==> config.mk <==
export PLATFORM = sky130hd
export DESIGN_NAME = sw_debounce
export DESIGN_NICKNAME = d
export VERILOG_FILES = /design/src/rtl/sw_debounce.sv
export SDC_FILE = /design/constraint.sdc
export NUM_CORES = 1
export LEC_CHECK = 0
export CORE_MARGIN = 10
export CORE_UTILIZATION = 44
export CTS_CLUSTER_SIZE = 8
export DETAILED_ROUTE_END_ITERATION = 12
export GPL_TIMING_DRIVEN = 0
export HOLD_SLACK_MARGIN = 0.03
export PLACE_DENSITY_LB_ADDON = 0.05
export SLEW_MARGIN = 20
export SYNTH_ARGS = -nofsm -noshare
export SYNTH_HDL_FRONTEND = slang
export SYNTH_SLANG_ARGS = --single-unit
==> constraint.sdc <==
create_clock -name clk -period 2.5 [get_ports clk]
set_clock_uncertainty 0.1 [all_clocks]
set_input_delay 0.75 -clock clk [delete_from_list [all_inputs] [get_ports clk]]
set_output_delay 0.75 -clock clk [all_outputs]
set_load 0.01 [all_outputs]
Run 1, nets reached from selected ports:
Drawn at 6 px/µm.
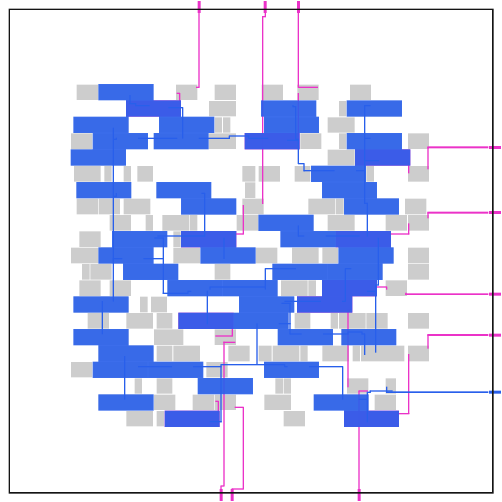
- magenta: sw_rise (bits 10; direction output; edge 4 east, 3 south, 3 north; end cells 10; wire 229 µm)
- blue: n_reset (bits 1; direction input; edge east; end cells 50; wire 326 µm)
Boundary Pins: 43
Port Buffer Count: 42

Run 1, track usage over the die:
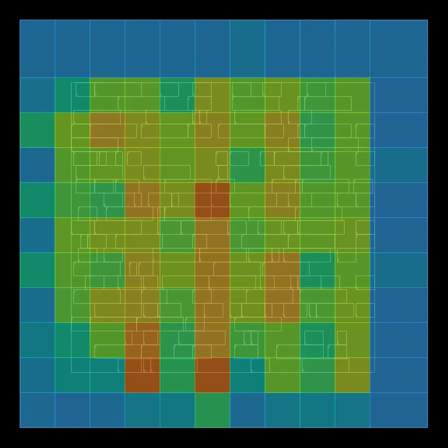
final core occ: 63.6%
global route hottest layer: met2
Tot GR Track Use: 8.74%

Run 1, clock wires, drivers and flops:
Drawn at 6 px/µm.
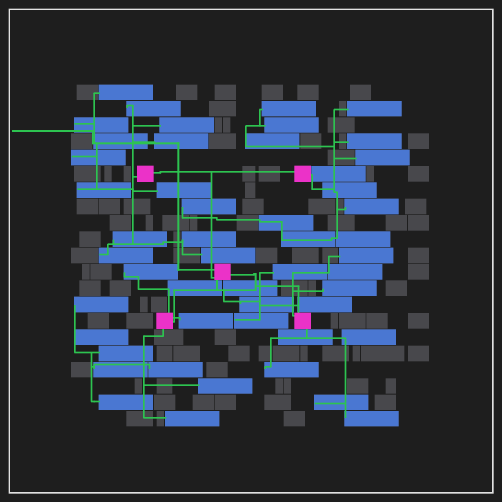
- blue: flip-flops (count 50)
- magenta: clock-net drivers (count 5)
- green: clock wires (length 511 µm)
- routed clock nets: 6
clk pwr: 0.346 mW
Late-Pin Clk Latency: 340 ps
Clk pwr share: 25.7%

==> run summary, run 1 <==
Die width - 80.4 µm
Slew Limit Fails - 0
# diodes - 0
WL met3 - 303 µm
# fillers - 252
Bufs w/o clock - 47
Met2 usage - 14.1%
Synthesized registers - 50
MI comb cells - 24
Seq pwr - 0.867 mW
Dpl hpwl - 1.93 mm
Share of layout cells above drive strength 1 - 9.52%
Worst rel slew slack - 74.9%
Final Hold Fails - 0
Crit path cell chain - ha_1 -> nand4_1 -> nor3_2 -> buf_2
Synth Net Count - 126
CP max stage delay - 420 ps
Vias in the first global route - 890
# hold bufs at CTS - 0
Cell internal pwr - 1.05 mW
Final Cycle Share - 93.9%
Total wire length - 2.57 mm
Top cells by count - 50 x dfrtp_1, 20 x ha_1, 20 x inv_1
Vias per cell - 4.22
Setup violators final - 0
Critical path launch point type - flop
Synth logic family - adder cells
Synth Area in Adders - 15.6%
Global placement routability congestion - 0.652
Largest net degree at the start of global routing - 36
Count of library flops with an enable pin - 0
Cells after Synth - 94
Post-Route Setup TNS - 0 ps
DP Worst Slack - 72.3 ps
Arrival @ worst endpoint - 1500 ps
OpenROAD warnings - 36
Area reported by Yosys stat - 1600 µm²
Die height - 80.4 µm
Finished Layout Cells - 193
Cts repair resizes - 3
Buf+Inv Stages, Crit Path - 1
MUX share of area - 0%
Area after DPL - 2100 µm²
Top pwr grp - registers
Outcome - complete, no violations
FP Core Util - 46.9%
RSZ-0062 raised after global routing - no
Main flop type - dfrtp_1
Die area - 6460 µm²
Unique cell types - 6
Fin area - 2170 µm²
Worst-margin pin slew - 377 ps
Met1 Use GR - 9.25%
Synth area leaders - dfrtp_1 78%, ha_1 16%, inv_1 4.7%
Post-Synth Simple-Gate Area - 1.64%
First-pass GRT wire length - 4.24 mm
Reg-to-reg setup timing slack - 1460 ps
Worst-path maximum fanout - 3
Syn Area/Cell - 17.1 µm²
Flop share of the area - 57.6%
Post-synth top area cell - dfrtp_1
Sequential cell area - 1250 µm²
Final net count - 180
Initial antenna violation count - 0
Critical Path RT - 1650 ps
Static leakage - 1.09 nW
TritonCTS clock tree - yes
Run 1, gate-type map:
Drawn at 4 px/µm.
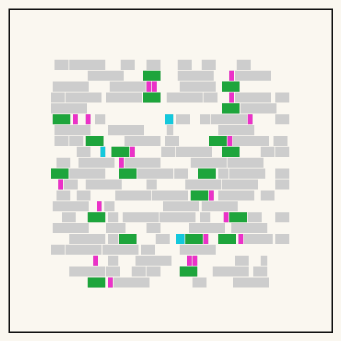

==> run 2: changes to the inputs <==
--- a/config.mk
+++ b/config.mk
@@ -5,6 +5,7 @@
 export SDC_FILE = /design/constraint.sdc
 export NUM_CORES = 1
 export LEC_CHECK = 0
+export CORE_ASPECT_RATIO = 1.75
 export CORE_MARGIN = 10
 export CORE_UTILIZATION = 44
 export CTS_CLUSTER_SIZE = 8
Run 2, gate-type map:
Drawn at 4 px/µm.
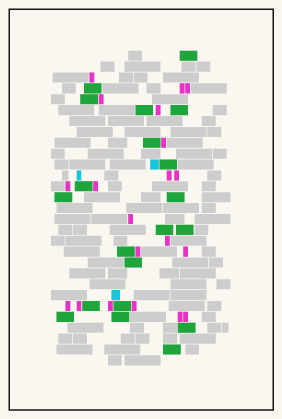
- green: fa/ha/maj cells (cells 20; most used ha_1)
- magenta: inv cells (cells 20; most used inv_1)
- cyan: nand cells (cells 3; most used nand4_1)
highest-count logic cell in the final layout: dfrtp_1
Finished Layout Cells: 189
combinational share of cell area: 12.7%

==> run 2 against run 1 <==
Critical path depth unchanged. Sequential share of layout area about the same. Global-route usage about the same. Register-to-register slack improved by 200 ps. Synthesized area unchanged. Utilization decreased by 2.5 points. Worst hold slack improved by 54 ps. Via count increased by 0.49%. Combinational power decreased by 6%. First-iteration DRC count decreased by 75%. Non-clock buffer count decreased by 4. Clock-buffer cell count unchanged. Critical path type unchanged.
==> run summary, run 2 <==
# fillers - 310
Synth Net Count - 126
Vias in the first global route - 907
# hold bufs at CTS - 0
Reg-to-reg setup timing slack - 1660 ps
Syn Area/Cell - 17.1 µm²
RSZ-0062 raised after global routing - no
Cells after Synth - 94
Die height - 99.8 µm
CP max stage delay - 410 ps
Arrival @ worst endpoint - 1480 ps
# diodes - 0
Seq pwr - 0.869 mW
Cts repair resizes - 1
Unique cell types - 6
MUX share of area - 0%
Main flop type - dfrtp_1
Synth area leaders - dfrtp_1 78%, ha_1 16%, inv_1 4.7%
Final core occ - 61.1%
Late-Pin Clk Latency - 280 ps
WL met3 - 299 µm
Initial antenna violation count - 0
Clk pwr share - 30.5%
Buf+Inv Stages, Crit Path - 1
Setup violators final - 0
Total wire length - 2.58 mm
Final net count - 176
Boundary Pins - 43
Post-synth top area cell - dfrtp_1
Critical Path RT - 1650 ps
Count of library flops with an enable pin - 0
Vias per cell - 4.33
Post-Route Setup TNS - 0 ps
Worst-path maximum fanout - 3
Clk pwr - 0.436 mW
Top pwr grp - registers
Final Hold Fails - 0
Die width - 65.6 µm
TritonCTS clock tree - yes
Synthesized registers - 50
Global placement routability congestion - 0.639
DP Worst Slack - 69.1 ps
MI comb cells - 24
Area reported by Yosys stat - 1600 µm²
Tot GR Track Use - 8.78%
Static leakage - 1.09 nW
FP Core Util - 45.1%
Share of layout cells above drive strength 1 - 6.99%
Dpl hpwl - 2.03 mm
Flop share of the area - 57.6%
Slew Limit Fails - 0
Fin area - 2170 µm²
Worst rel slew slack - 73.3%
Outcome - complete, no violations
Global route hottest layer - met2
Bufs w/o clock - 43
Largest net degree at the start of global routing - 35
Synth logic family - adder cells
Post-Synth Simple-Gate Area - 1.64%
Met1 Use GR - 8.55%
Cell internal pwr - 1.13 mW
==> run 3: changes to the inputs <==
--- a/config.mk
+++ b/config.mk
@@ -17,3 +17,4 @@
 export SYNTH_ARGS = -nofsm -noshare
 export SYNTH_HDL_FRONTEND = slang
 export SYNTH_SLANG_ARGS = --single-unit
+export TNS_END_PERCENT = 10
Run 3, nets reached from selected ports:
Drawn at 4 px/µm.
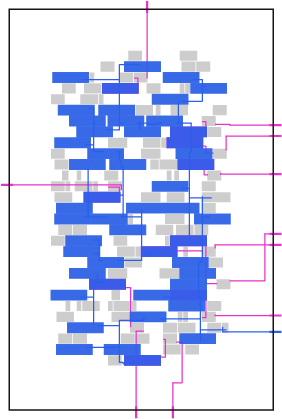
- blue: n_reset (bits 1; direction input; edge east; end cells 50; wire 330 µm)
- magenta: sw_rise (bits 10; direction output; edge 6 east, 2 south, 1 west, 1 north; end cells 10; wire 239 µm)

==> run 3 against run 2 <==
Worst hold slack unchanged. Cell area unchanged. Sequential share of layout area unchanged. Critical path type unchanged.
==> run summary, run 3 <==
WHS - 252 ps
Non-clock buffer share - 19.8%
TritonCTS clock tree - yes
WL met3 - 299 µm
Unique cell types - 6
Cts repair resizes - 1
Area leader share - 78.1%
Syn. warnings - 0
Combinational share of power - 8.8%
MI comb cells - 24
Synth Area in Adders - 15.6%
Bufs w/o clock - 43
Port Buffer Count - 42
Largest net degree at the start of global routing - 35
# H-tree levels - 2
Worst rel slew slack - 73.3%
Gate Area - 277 µm²
Synth area leaders - dfrtp_1 78%, ha_1 16%, inv_1 4.7%
Critical path launch point type - flop
# Cells Yosys - 94
PwrDens - 658 nW/µm²
Cells after Synth - 94
Count leader, synth - dfrtp_1
RSZ-0062 raised after global routing - no
Static leakage - 1.09 nW
DR WL met2 - 1.35 mm
Met1 Use GR - 8.55%
Final clock-cell share - 3.80%
Overflow after GRT - 0
Seq pwr - 0.869 mW
Highest-count logic cell in the final layout - dfrtp_1
Final Hold Fails - 0
Cts bufs inserted - 5
Die width - 65.6 µm
Syn Area/Cell - 17.1 µm²
Core ar. - 3560 µm²
Max_cap viols - 0
Die height - 99.8 µm
CP Depth - 4
Global route hottest layer - met2
Switching pwr - 0.297 mW
CP max stage cell - dfrtp_1
CP endpoint kind - output port
Outcome - complete, no violations
CTS root buffer - clkbuf_8
First-pass GRT wire length - 4.42 mm
Synth Cell Area - 1600 µm²
PnR worst setup slack - 170 ps
Setup violators final - 0
Arrival @ worst endpoint - 1480 ps
Area reported by Yosys stat - 1600 µm²
Synthesized registers - 50
CTS Sinks - 50
DR vias - 819
AO/OA Area Share - 0%
Initial antenna violation count - 0
Clk pwr - 0.436 mW
Registers - 50
Final core occ - 61.1%
Main flop type - dfrtp_1
Buf+Inv Stages, Crit Path - 1
CP max stage delay - 410 ps
Top cell category - sequential cells
Clk pwr share - 30.5%
FP Core Util - 45.1%
Dpl hpwl - 2.03 mm
DP Worst Slack - 69.1 ps
Sw Share - 20.8%
Post-route ant nets - 0
Total wire length - 2.58 mm
Inverters - 20
1st-pass router iterations - 2
Vias in the first global route - 907
Critical path's top delay family - flip-flops
P_comb - 0.125 mW
# hold bufs at CTS - 0
Count of library flops with an enable pin - 0
Top Layout Cells - 50 x dfrtp_1, 40 x clkdlybuf4s50_1, 20 x inv_1, 20 x ha_1, 6 x clkbuf_8
Post-synth top area cell - dfrtp_1
Longest Clk Path Bufs - 2
DR top layer - met4
Finished Layout Cells - 189
Share of layout cells above drive strength 1 - 6.99%
Critical Path RT - 1650 ps
Seq/Total Area, Yosys - 78.1%
Dpl cells - 183
Worst-path clk slew - 80 ps
Reg-to-reg setup timing slack - 1660 ps
Tot GR Track Use - 8.78%
Met2 usage - 13.8%
Post-Synth Simple-Gate Area - 1.64%
Combinational share of cell area - 12.7%
Late-Pin Clk Latency - 280 ps
# fillers - 310
Worst hold path type - reg -> reg
Post-route total power - 1.43 mW
Fin crit period - 2330 ps
Fin area - 2170 µm²
Top cells by count - 50 x dfrtp_1, 20 x ha_1, 20 x inv_1
Slew Limit Fails - 0
Final Cycle Share - 93.2%
Synth logic family - adder cells
1st-iter DRT viols - 14
Worst-path maximum fanout - 3
MUX share of area - 0%
Met1 wire length - 899 µm
Die area - 6550 µm²
Synth Net Count - 126
Core Rows - 29
Area delta synth->final - 35.6%
DR DRC count - 0
# Taps - 46
Flop share of the area - 57.6%
Sequential cell area - 1250 µm²
Area fraction in xor and xnor cells - 0%
Cell count of the worst reg-to-reg path - 2
Boundary Pins - 43
Post-Route Setup TNS - 0 ps
Ys async rst share - 100%
Setup bufs post-CTS - 0
Final net count - 176
Top pwr grp - registers
Area after DPL - 2100 µm²
Kind of critical path - reg -> out
Flop pwr share - 60.7%
Grt met3 use - 5.69%
Crit path cell chain - ha_1 -> nand4_1 -> nor3_2 -> clkbuf_2
OpenROAD warnings - 36
# diodes - 0
Worst hold stages - 0
Cell internal pwr - 1.13 mW
Worst ir drop on vdd - 0.000451 V
Worst-margin pin slew - 400 ps
Global placement routability congestion - 0.639
WL/cell - 13.7 µm
Vias per cell - 4.33
Power and IR drop assume default switching activity.
